`src/rtl/spm_pkg.sv`:
```
// Shared definitions for the SPM second-generation controller:
// opcode values, FSM state encoding and Bus_2 mux selects.
package spm_pkg;

    localparam int OP_NOP = 0;
    localparam int OP_ADD = 1;
    localparam int OP_SUB = 2;
    localparam int OP_AND = 3;
    localparam int OP_NOT = 4;
    localparam int OP_RD  = 5;
    localparam int OP_WR  = 6;
    localparam int OP_BR  = 7;
    localparam int OP_BRZ = 8;
    localparam int OP_BRC = 9;
    localparam int OP_HLT = 15;

    typedef enum logic [3:0] {
        S_IDLE = 4'd0,
        S_FET1 = 4'd1,
        S_FET2 = 4'd2,
        S_DEC  = 4'd3,
        S_EX1  = 4'd4,
        S_RD1  = 4'd5,
        S_RD2  = 4'd6,
        S_WR1  = 4'd7,
        S_WR2  = 4'd8,
        S_BR1  = 4'd9,
        S_BR2  = 4'd10,
        S_HALT = 4'd11
    } state_t;

    typedef enum logic [1:0] {
        BUS2_ALU  = 2'd0,
        BUS2_BUS1 = 2'd1,
        BUS2_MEM  = 2'd2
    } bus2_sel_t;

endpackage

```
`src/rtl/spm_ctrl_decode.sv`:
```
// Combinational instruction-register decode: splits out src/dest fields and
// classifies the opcode, flagging anything outside the defined set as illegal.
module spm_ctrl_decode
    import spm_pkg::*;
#(
    parameter int WORD_SIZE = 8,
    parameter int OP_SIZE   = 4,
    parameter int NUM_REGS  = 4
) (
    input  logic [WORD_SIZE-1:0]         instruction_i,
    output logic [$clog2(NUM_REGS)-1:0]  src_o,
    output logic [$clog2(NUM_REGS)-1:0]  dest_o,
    output logic                         op_nop_o,
    output logic                         op_alu_o,
    output logic                         op_not_o,
    output logic                         op_rd_o,
    output logic                         op_wr_o,
    output logic                         op_br_o,
    output logic                         op_brz_o,
    output logic                         op_brc_o,
    output logic                         op_hlt_o,
    output logic                         illegal_o
);

    localparam int REG_BITS = $clog2(NUM_REGS);

    logic [OP_SIZE-1:0] op;

    assign op     = instruction_i[WORD_SIZE-1 -: OP_SIZE];
    assign src_o  = instruction_i[WORD_SIZE-OP_SIZE-1 -: REG_BITS];
    assign dest_o = instruction_i[REG_BITS-1:0];

    assign op_nop_o = (op == OP_SIZE'(OP_NOP));
    assign op_alu_o = (op == OP_SIZE'(OP_ADD)) || (op == OP_SIZE'(OP_SUB)) ||
                      (op == OP_SIZE'(OP_AND));
    assign op_not_o = (op == OP_SIZE'(OP_NOT));
    assign op_rd_o  = (op == OP_SIZE'(OP_RD));
    assign op_wr_o  = (op == OP_SIZE'(OP_WR));
    assign op_br_o  = (op == OP_SIZE'(OP_BR));
    assign op_brz_o = (op == OP_SIZE'(OP_BRZ));
    assign op_brc_o = (op == OP_SIZE'(OP_BRC));
    assign op_hlt_o = (op == OP_SIZE'(OP_HLT));

    assign illegal_o = !(op_nop_o || op_alu_o || op_not_o || op_rd_o || op_wr_o ||
                         op_br_o || op_brz_o || op_brc_o || op_hlt_o);

endmodule

```
`src/rtl/spm_ctrl_v2.sv`:
```
// SPM control unit: fetch/decode/execute FSM with memory-ready stalls,
// conditional branches, halt/illegal trapping and a retired-instruction counter.
module spm_ctrl_v2
    import spm_pkg::*;
#(
    parameter int WORD_SIZE = 8,
    parameter int OP_SIZE   = 4,
    parameter int NUM_REGS  = 4,
    parameter int CNT_W     = 16
) (
    input  logic                             clk,
    input  logic                             rst,
    input  logic [WORD_SIZE-1:0]             instruction,
    input  logic                             zero,
    input  logic                             carry,
    input  logic                             mem_rdy,
    output logic [NUM_REGS-1:0]              load_reg,
    output logic                             load_pc,
    output logic                             inc_pc,
    output logic                             load_ir,
    output logic                             load_add_r,
    output logic                             load_reg_y,
    output logic                             load_reg_z,
    output logic [$clog2(NUM_REGS+1)-1:0]    sel_bus1,
    output logic [1:0]                       sel_bus2,
    output logic                             write,
    output logic                             halted,
    output logic                             illegal_op,
    output logic [CNT_W-1:0]                 instr_cnt
);

    localparam int REG_BITS = $clog2(NUM_REGS);
    localparam int SB1_W    = $clog2(NUM_REGS+1);
    localparam logic [SB1_W-1:0] SEL_PC = SB1_W'(NUM_REGS);

    state_t              state_q, state_d;
    logic                illegal_q;
    logic [CNT_W-1:0]    cnt_q;
    bus2_sel_t           sel2;
    logic                retire, trap;

    logic [REG_BITS-1:0] src, dest;
    logic                d_nop, d_alu, d_not, d_rd, d_wr, d_br, d_brz, d_brc, d_hlt, d_ill;
    logic [SB1_W-1:0]    src_sel, dest_sel;
    logic [NUM_REGS-1:0] dest_oh;
    logic                br_taken;

    spm_ctrl_decode #(
        .WORD_SIZE (WORD_SIZE),
        .OP_SIZE   (OP_SIZE),
        .NUM_REGS  (NUM_REGS)
    ) u_decode (
        .instruction_i (instruction),
        .src_o         (src),
        .dest_o        (dest),
        .op_nop_o      (d_nop),
        .op_alu_o      (d_alu),
        .op_not_o      (d_not),
        .op_rd_o       (d_rd),
        .op_wr_o       (d_wr),
        .op_br_o       (d_br),
        .op_brz_o      (d_brz),
        .op_brc_o      (d_brc),
        .op_hlt_o      (d_hlt),
        .illegal_o     (d_ill)
    );

    assign src_sel  = SB1_W'(src);
    assign dest_sel = SB1_W'(dest);
    assign dest_oh  = NUM_REGS'(1) << dest;
    assign br_taken = (d_brz && zero) || (d_brc && carry);

    always_ff @(posedge clk or negedge rst) begin
        if (!rst) begin
            state_q   <= S_IDLE;
            illegal_q <= 1'b0;
            cnt_q     <= '0;
        end else begin
            state_q <= state_d;
            if (trap)   illegal_q <= 1'b1;
            if (retire) cnt_q     <= cnt_q + CNT_W'(1);
        end
    end

    // Memory states only advance and fire strobes when mem_rdy is high;
    // selects and write are held throughout a stall.
    always_comb begin
        state_d    = state_q;
        load_reg   = '0;
        load_pc    = 1'b0;
        inc_pc     = 1'b0;
        load_ir    = 1'b0;
        load_add_r = 1'b0;
        load_reg_y = 1'b0;
        load_reg_z = 1'b0;
        sel_bus1   = '0;
        sel2       = BUS2_BUS1;
        write      = 1'b0;
        retire     = 1'b0;
        trap       = 1'b0;
        case (state_q)
            S_IDLE: state_d = S_FET1;
            S_FET1: begin
                sel_bus1   = SEL_PC;
                load_add_r = 1'b1;
                state_d    = S_FET2;
            end
            S_FET2: begin
                sel2 = BUS2_MEM;
                if (mem_rdy) begin
                    load_ir = 1'b1;
                    inc_pc  = 1'b1;
                    state_d = S_DEC;
                end
            end
            S_DEC: begin
                if (d_ill || d_hlt) begin
                    state_d = S_HALT;
                    trap    = d_ill;
                end else if (d_alu) begin
                    sel_bus1   = src_sel;
                    load_reg_y = 1'b1;
                    state_d    = S_EX1;
                end else if (d_not) begin
                    sel_bus1   = src_sel;
                    sel2       = BUS2_ALU;
                    load_reg_z = 1'b1;
                    load_reg   = dest_oh;
                    state_d    = S_FET1;
                    retire     = 1'b1;
                end else if (d_rd || d_wr || d_br || br_taken) begin
                    sel_bus1   = SEL_PC;
                    load_add_r = 1'b1;
                    state_d    = d_rd ? S_RD1 : (d_wr ? S_WR1 : S_BR1);
                end else if (d_brz || d_brc) begin
                    // Untaken branch skips the target-address word.
                    inc_pc  = 1'b1;
                    state_d = S_FET1;
                    retire  = 1'b1;
                end else begin
                    state_d = S_FET1;
                    retire  = d_nop;
                end
            end
            S_EX1: begin
                sel_bus1   = dest_sel;
                sel2       = BUS2_ALU;
                load_reg_z = 1'b1;
                load_reg   = dest_oh;
                state_d    = S_FET1;
                retire     = 1'b1;
            end
            S_RD1, S_WR1: begin
                sel2 = BUS2_MEM;
                if (mem_rdy) begin
                    load_add_r = 1'b1;
                    inc_pc     = 1'b1;
                    state_d    = (state_q == S_RD1) ? S_RD2 : S_WR2;
                end
            end
            S_RD2: begin
                sel2 = BUS2_MEM;
                if (mem_rdy) begin
                    load_reg = dest_oh;
                    state_d  = S_FET1;
                    retire   = 1'b1;
                end
            end
            S_WR2: begin
                sel_bus1 = src_sel;
                write    = 1'b1;
                if (mem_rdy) begin
                    state_d = S_FET1;
                    retire  = 1'b1;
                end
            end
            S_BR1: begin
                sel2 = BUS2_MEM;
                if (mem_rdy) begin
                    load_add_r = 1'b1;
                    state_d    = S_BR2;
                end
            end
            S_BR2: begin
                sel2 = BUS2_MEM;
                if (mem_rdy) begin
                    load_pc = 1'b1;
                    state_d = S_FET1;
                    retire  = 1'b1;
                end
            end
            S_HALT:  state_d = S_HALT;
            default: state_d = S_IDLE;
        endcase
    end

    assign sel_bus2   = sel2;
    assign halted     = (state_q == S_HALT);
    assign illegal_op = illegal_q;
    assign instr_cnt  = cnt_q;

endmodule
```
`config.mk`:
```
export PLATFORM = sky130hd
export DESIGN_NAME = spm_ctrl_v2
export DESIGN_NICKNAME = d
export VERILOG_FILES = /design/src/rtl/spm_pkg.sv /design/src/rtl/spm_ctrl_decode.sv /design/src/rtl/spm_ctrl_v2.sv
export SDC_FILE = /design/constraint.sdc
export NUM_CORES = 1
export LEC_CHECK = 0
export CAP_MARGIN = 10
export CORE_MARGIN = 2
export CORE_UTILIZATION = 45
export CTS_CLUSTER_DIAMETER = 50
export DETAILED_ROUTE_END_ITERATION = 8
export GPL_TIMING_DRIVEN = 0
export PLACE_DENSITY = 0.88
export SYNTH_ARGS = -nofsm -noshare
export SYNTH_HDL_FRONTEND = slang
export SYNTH_SLANG_ARGS = --single-unit
```
`constraint.sdc`:
```
create_clock -name clk -period 3.6 [get_ports clk]
set_input_delay 0.72 -clock clk [delete_from_list [all_inputs] [get_ports clk]]
set_output_delay 0.72 -clock clk [all_outputs]
set_load 0.01 [all_outputs]
```
Run 1, the metal 3 layer:
The bar under the picture is 20 um long. Cells faint in the background.
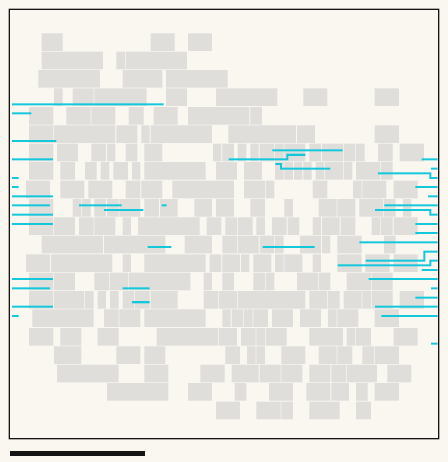
longest straight run: 22.1 um
nets with wire on the layer: 40
main direction: horizontal
share of all routed wire: 6.6%
wire length on this layer: 247 um

Run 1, routing congestion map:
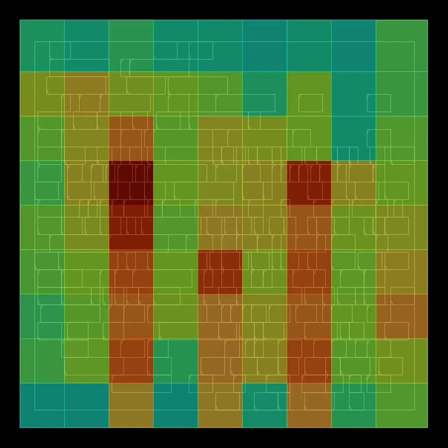
grt met1 use: 23.9%
met3 Track Usage GR: 3.93%
met2 GRT Util: 35.2%
All-Layer GR Usage: 19.6%
routed len/inst: 13.7 um

Run 1, pin map:
The bar under the picture is 20 um long. Pins as bars across the die edge, other pins in gray.
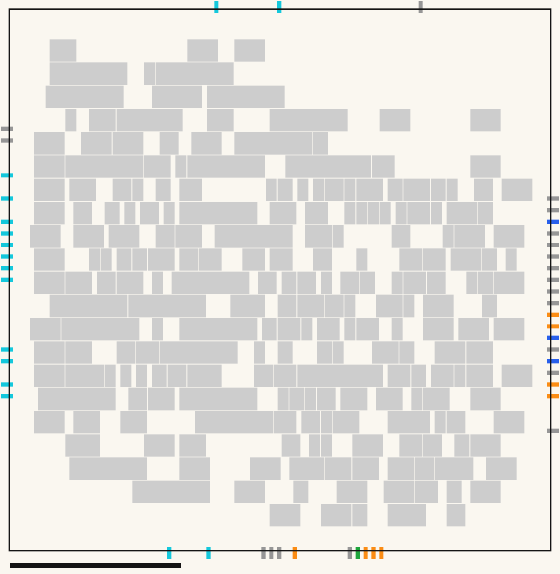
legend:
  sel_bus1:
    color: blue
    pins: 3
    direction: output
    edge: right
  inc_pc:
    color: green
    pins: 1
    direction: output
    edge: bottom
  instr_cnt:
    color: cyan
    pins: 16
    direction: output
    edge: 12 left, 2 top, 2 bottom
  instruction:
    color: orange
    pins: 8
    direction: input
    edge: 4 right, 4 bottom
all pins by edge: 19 right, 14 left, 11 bottom, 3 top

Run 1, the metal 2 layer:
The bar under the picture is 20 um long. Cells faint in the background.
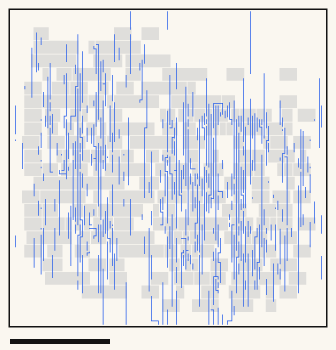
nets with wire on the layer: 216
share of all routed wire: 48%
main direction: vertical

==> job_summary.md, run 1 <==
### Flow metrics

| Metric | Value |
|---|---|
| Flops | 21 |
| Leakage power | 0.805 nW |
| Comb area share | 45.9% |
| N_diodes | 0 |
| Routed WL | approximately 3.8 mm |
| Vias in the first global route | 1,452 |
| Mean post-synth cell area | 8.72 sq um |
| MI comb cells | ~140 |
| Count of max-cap constraint violations | 0 |
| Mux share | less than 1% |
| Tool warnings | 26 |
| Share of cells above drive strength 1 | between 10% and 20% |
| Root buffer cell | clkbuf_4 |
| Hold_buf cts | 0 |
| Layout Nets | approximately 240 |
| Core area | ~0.0034 sq mm |
| Final Max-Slew Violation Tally | 0 |
| Top cell category | multi-input combinational cells |
| DRT antenna net count | 0 |
| Tapcells | between 40 and 50 |
| CP arrival | 2.69 ns |
| FMAX | about 300 MHz |
| YS chip area | 0.00158 sq mm |
| Crit path cell chain | clkdlybuf4s50_1 > clkbuf_1 > nand2_1 > o32ai_1 > a21oi_1 > nor2b_1 > clkdlybuf4s50_1 |
| RR Startpoint | state_q[3] |
| Via count | approximately 1,500 |
| CP most frequent cell | clkdlybuf4s50_1 |
| Pre-Place Util | 46.9% |
| Non-clk bufs | a little under 60 |
| Post-synth top area cell | dfrtp_1 |
| WP data required | ~2.9 ns |
| Distinct lib cells | roughly 47 |
| DP HPWL | ~2.8 mm |
| Crit path to | load_add_r |
| Ranking of synthesized cells by area | dfrtp_1, xnor2_1, nor2_1 |
| R2r setup slk | 1.55 ns |
| Ys flops | 21 |
| GRT busiest layer | met2 |
| Critical path's top delay family | buffers and inverters |
| CTS tree | done |
| DRT iter0 DRCs | 93 |
| Buffering overhead | around 25% |
| Reg2reg end | instr_cnt[14] |
| Slew HR | 41.4% |
| Setup ws final | roughly 0.19 ns |
| EDFF count, synth | 0 |
| Hold Path Class | flip-flop to flip-flop |
| Setup crit start | mem_rdy |
| Dominant flop cell | dfrtp_1 |
| First-pass GRT wire length | between 6 and 7 mm |
| Placer Congestion | roughly 0.8 |
| Post-synthesis sequential area ratio | approximately 33% |
| RSZ-0062 raised after global routing | false |
| Setup-failing EPs final | 0 |
| DP Area | ~0.0021 sq mm |
| Slowest cell on the critical path | clkdlybuf4s50_1 |
| Max IR drop VDD | 484 uV |
| HP Start | illegal_op |
| CP max stage delay | approximately 0.53 ns |
| Simple-gate share of the synthesized area | between 30% and 40% |
| Sequential cell area share | about a quarter |
| # Cells Yosys | roughly 180 |
| Tcrit/Tclk final | 94.8% |
| Yosys Warn Count | 0 |
| CP Class | primary input to primary output |
| DP Worst Slack | -0.429 ns |
| Layout area overhead | 34.9% |
| Fin area | approximately 0.0021 sq mm |
| Hold Path Depth | 1 |
| Clk sinks | 21 |
| Total gr overflow | 0 |
| Post-synthesis cell area | ~0.0016 sq mm |
| Worst slew pin tran | about 0.88 ns |
| Top area contributor share | roughly a third |
| Hold path endpoint | illegal_op |
| Die Ht | 63.2 um |
| Initial antenna violation count | 0 |
| Fa+ha+maj area frac | 0.793% |
| Via/cell ratio | around 5.5 |
| CP Buf/Inv Count | 3 |
| Largest logic family | simple AND/OR/NAND/NOR gates |
| Final Critical Period | roughly 3.4 ns |
| Pre-antenna DRT Iters | 4 |
| Tot Pwr | about 1.2 mW |
| Status | finished clean |
| Aoi share | 18.1% |
| Levels on crit path | 7 |
| Inverters | 4 |
| Final Hold Violating Endpoints | 0 |
| Pwr dens | around 560 mW/mm^2 |
| FF/Latch Area | ~530 sq um |
| Top Ports | between 40 and 50 |
| Port bufs | between 40 and 50 |
| Comb. cell area | approximately 980 sq um |
| R2R depth | 7 |
| Syn_nets | between 150 and 200 |
| Clock buffer depth | 2 |
| Die Size | ~0.004 sq mm |
| Post-Syn Instances | about 180 |
| Crit path max fanout | 10 |
| TritonCTS buffer count | 3 |
| Clk_lat worst skew | about 0.29 ns |
| # fillers | approximately 310 |
| Crit path capture type | primary output |
| Ys async rst share | 100% |
| Largest net degree at the start of global routing | 22 |
| Clk slew on worst S/H paths | roughly 0.1 ns |
| Postcts setup bufs | 0 |
| Yosys xor share | under 10% |
| Drt drc | 0 |
| Die X | around 63 um |
| Cell Rows | 21 |
| Cts repair resizes | 6 |
| Critical Path Start Type | primary input |
| H-tree Lvls | 1 |
| Clk tree area frac | under 10% |
| Worst Skew | between 0.0015 and 0.002 ns |
| Clock buffer count | 4 |
## run 1: per-layer routing
layer  routed length (um)  part of all wire (%)  vias to the layer above
met2                 1810                    48                       51
li1                     -                     -                      740
met3                  247                   6.5                        2
met1                 1700                    45                      722
met4                   14                  0.37                        0
met5                    0                     0                        -
## run 1: placed cells by master (no fill, tap or decap), drive strengths merged, types with 3 or more instances in the layout
cell and n:
nor2b 8, clkbuf 12, nor3 10, clkdlybuf4s50 43, nand2 16, inv 4
a22oi 4, nand2b 7, nor2 19, a21oi 5, a21o 3, xnor2 15
dfrtp 21, nand4 7, nand3 7, buf 6, o21ai 4
## run 1: report_power, final
group | internal (mW) | switching [mW]
registers | 0.288 | 0.0484
logic | 0.360 | 0.378
clock network | 0.0431 | 0.0643
## run 1: synth_stat cells, drive strengths merged, types with 2 or more instances
master  count
o31ai       2
nand4       7
nand2b      7
o21ai       4
or2         2
buf         6
a31oi       2
o41ai       2
xnor2      15
nor2       19
nand2      16
and3        2
o211ai      2
nor4b       2
nand3b      2
nor3       10
a22oi       4
nor4        2
o32ai       2
a21o        3
nor2b       8
a22o        2
nand3       7
dfrtp      21
xor2        2
inv         4
a211oi      2
clkbuf      8
o21bai      2
a21oi       5
a221oi      2
## run 1: per-stage QoR
| stage | cells | TNS [ns] | utilization, % | hold WS (ns) |
|---|---|---|---|---|
| after CTS | 275 | 0 | 63.2 | 0.476 |
| final | 275 | 0 | 63.3 | 0.470 |
| after detailed placement | 272 | -2.03 | 62.0 | 0.448 |
| after floorplan | 181 | 0 | - | 0.424 |
| after global routing | 275 | 0 | 63.3 | 0.494 |
| after global placement | 272 | -1.73 | 62.0 | 0.443 |
## run 1: sequential cells by signal, summed over array words and instances, names as in the netlist
signal / count
illegal_op: 1
instr_cnt: 16
state_q: 4
Run 1, met1 routing:
The bar under the picture is 20 um long. Cells faint in the background.
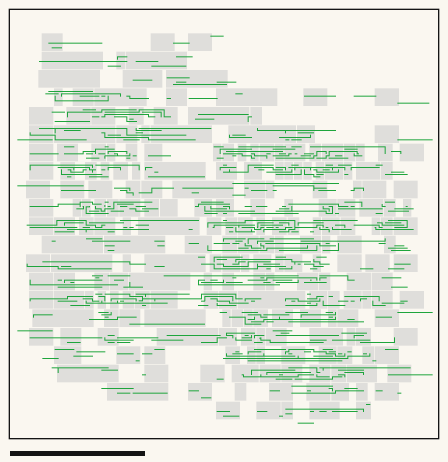

==> run 1 -> run 2 <==
--- a/config.mk
+++ b/config.mk
@@ -10,8 +10,9 @@
 export CORE_UTILIZATION = 45
 export CTS_CLUSTER_DIAMETER = 50
 export DETAILED_ROUTE_END_ITERATION = 8
+export DONT_BUFFER_PORTS = 1
 export GPL_TIMING_DRIVEN = 0
-export PLACE_DENSITY = 0.88
+export PLACE_DENSITY = 0.71
 export SYNTH_ARGS = -nofsm -noshare
 export SYNTH_HDL_FRONTEND = slang
 export SYNTH_SLANG_ARGS = --single-unit
Run 2, met1 routing:
The bar under the picture is 20 um long. Cells faint in the background.
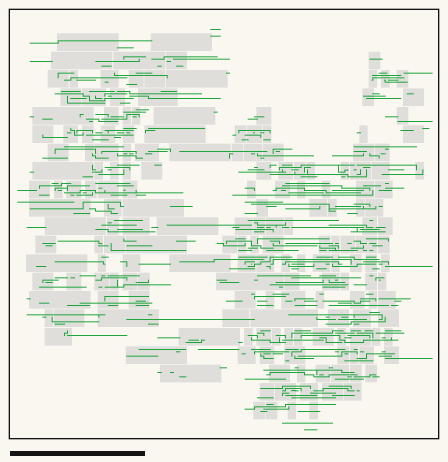
longest straight run: 20.7 um
share of all routed wire: 41%
wire length on this layer: 1,490 um
nets with wire on the layer: 178
via count: 1,393
Routed WL: 3.63 mm

Run 2, routing congestion map:
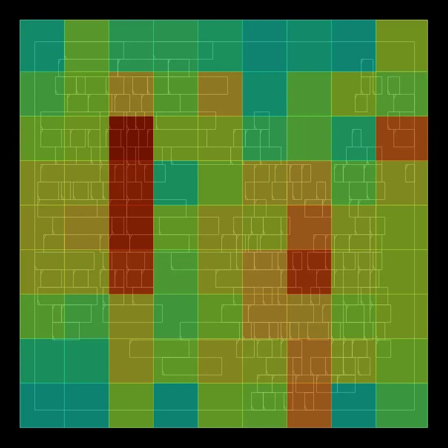
final core occ: 49.4%
All-Layer GR Usage: 18.9%
met3 Track Usage GR: 3.57%
met2 GRT Util: 33.5%

==> job_summary.md, run 2 <==
### Flow metrics

| Metric | Value |
|---|---|
| Tot Pwr | 1.00 mW |
| Postcts setup bufs | 0 |
| Detail Route met2 WL | between 1.5 and 2 mm |
| Pre-antenna DRT Iters | 4 |
| Die Size | ~0.0040 sq mm |
| Largest net degree at the start of global routing | 22 |
| Int Power | about 0.54 mW |
| Clk slew on worst S/H paths | ~0.11 ns |
| Drt drc | 0 |
| Most frequent cells in the layout | dfrtp_1, nor2_1, nand2_1 |
| RSZ-0062 raised after global routing | false |
| CP arrival | between 2 and 2.5 ns |
| Post-synth top area cell | dfrtp_1 |
| Vias in the first global route | ~1,400 |
| Count of max-cap constraint violations | 0 |
| Yosys Warn Count | 0 |
| Die X | 63.2 um |
| WP data required | between 2 and 3 ns |
| Post-Syn Instances | around 180 |
| Max IR drop VDD | around 370 uV |
| Placed Cells incl. Taps | 227 |
| DRT iter0 DRCs | 149 |
| Routed len/inst | 15.7 um |
| Wire length on met1 | between 1 and 1.5 mm |
| Met3 wire len | ~290 um |
| Post-synthesis sequential area ratio | 33.3% |
| Layout area overhead | 5.31% |
| Layout Nets | 200 |
| Top area contributor share | roughly 33% |
| Setup ws final | approximately 0.67 ns |
| Max reg flops | 16 |
| H-tree Lvls | 1 |
| Synth top cell by count | dfrtp_1 |
| Die Ht | 63.2 um |
| Ys async rst share | 100% |
| Cts repair resizes | 0 |
| Share of power burned in the clock network | a little over a tenth |
| Placer Congestion | roughly 0.9 |
| Hold_buf cts | 0 |
| Switching power total | between 0.4 and 0.5 mW |
| Share of cells above drive strength 1 | between 10% and 20% |
| YS chip area | 0.00158 sq mm |
| Most frequent cells after synthesis | dfrtp_1, nor2_1, nand2_1 |
| EDFF count, synth | 0 |
| Clock buffer depth | 2 |
| Post-synthesis cell area | ~0.0016 sq mm |
| GRT busiest layer | met2 |
| Final Max-Slew Violation Tally | 0 |
| Status | finished clean |
| CP max stage delay | ~0.33 ns |
| Critical Path Start Type | primary input |
| Clk_lat worst skew | 0.30 ns |
| Mean post-synth cell area | ~8.7 sq um |
| CP Buf/Inv Count | 1 |
| Pwr dens | 604 mW/mm^2 |
| Comb power frac | ~54% |
| Pre-Place Util | approximately 47% |
| Root buffer cell | clkbuf_4 |
| Total gr overflow | 0 |
| Dominant flop cell | dfrtp_1 |
| Sequential power share | roughly 35% |
| Port bufs | 0 |
| Fin cells | approximately 230 |
| N_diodes | 0 |
| Hold Path Class | primary input to async pin |
| # Cells Yosys | roughly 180 |
| Final Critical Period | around 2.9 ns |
| Tool warnings | 26 |
| Via/cell ratio | 6.03 |
| CTS tree | done |
| FMAX | around 340 MHz |
| Ys flops | 21 |
| Worst slew pin tran | between 0.6 and 0.7 ns |
| Setup TNS | 0 ns |
[run 2: netlist changes by cell type in the layout (fill, tap and decap cells not counted), sizes merged]
cell | before | now
dlymetal6s2s | 1 | 0
clkdlybuf4s50 | 43 | 0
[run 2: worst paths after layout]
check / start / end / slack (ns) / cells after the start
min in group clk: instr_cnt[15] / instr_cnt[15] / 0.54 / 1
max: instruction[6] / load_reg[3] / 0.67 / 6
min reg2reg: instr_cnt[15] / instr_cnt[15] / 0.54 / 1
max in group asynchronous: rst / instr_cnt[5] / 3.43 / 0
min: rst / instr_cnt[7] / 0.09 / 0
max reg2reg: state_q[3] / instr_cnt[14] / 1.56 / 7
[run 2: power by group through the flow]
stage / sequential [mW] / combinational [mW] / clock, mW
after floorplan: 0.349 / 0.438 / 0
after global placement: 0.360 / 0.525 / 0
after detailed placement: 0.363 / 0.539 / 0
after CTS: 0.357 / 0.539 / 0.115
after global routing: 0.366 / 0.597 / 0.125
final: 0.355 / 0.538 / 0.111
[run 2: area by class of cell]
type / instances / area [sq um]
Fill cell: 351 / 1700
Multi-Input combinational cell: 142 / 963
Sequential cell: 21 / 526
Buffer: 14 / 73.8
Tap cell: 46 / 57.6
Clock buffer: 4 / 26.3
Inverter: 4 / 15.0
[run 2: per-stage QoR]
step                cell area, sq um  hold slack [ns]
floorplan                       1580            0.424
global placement                1640            0.425
detailed placement              1640            0.425
CTS                             1660           0.0881
global route                    1660           0.0693
finish                          1660           0.0915
[run 2: logic make-up after synthesis]
kind of cell / after synthesis / synth area share [%]
and+or+nand+nor: 86 / 31.6
adders and majority gates: 1 / 0.793
muxes: 1 / 0.714
AOI/OAI and AO/OA: 37 / 18.1
DFF: 21 / 33.3
xor gates and xnor gates: 17 / 9.91
buffers and inverters: 18 / 5.63
No activity file was given, so power comes from the tool's default toggle rates.
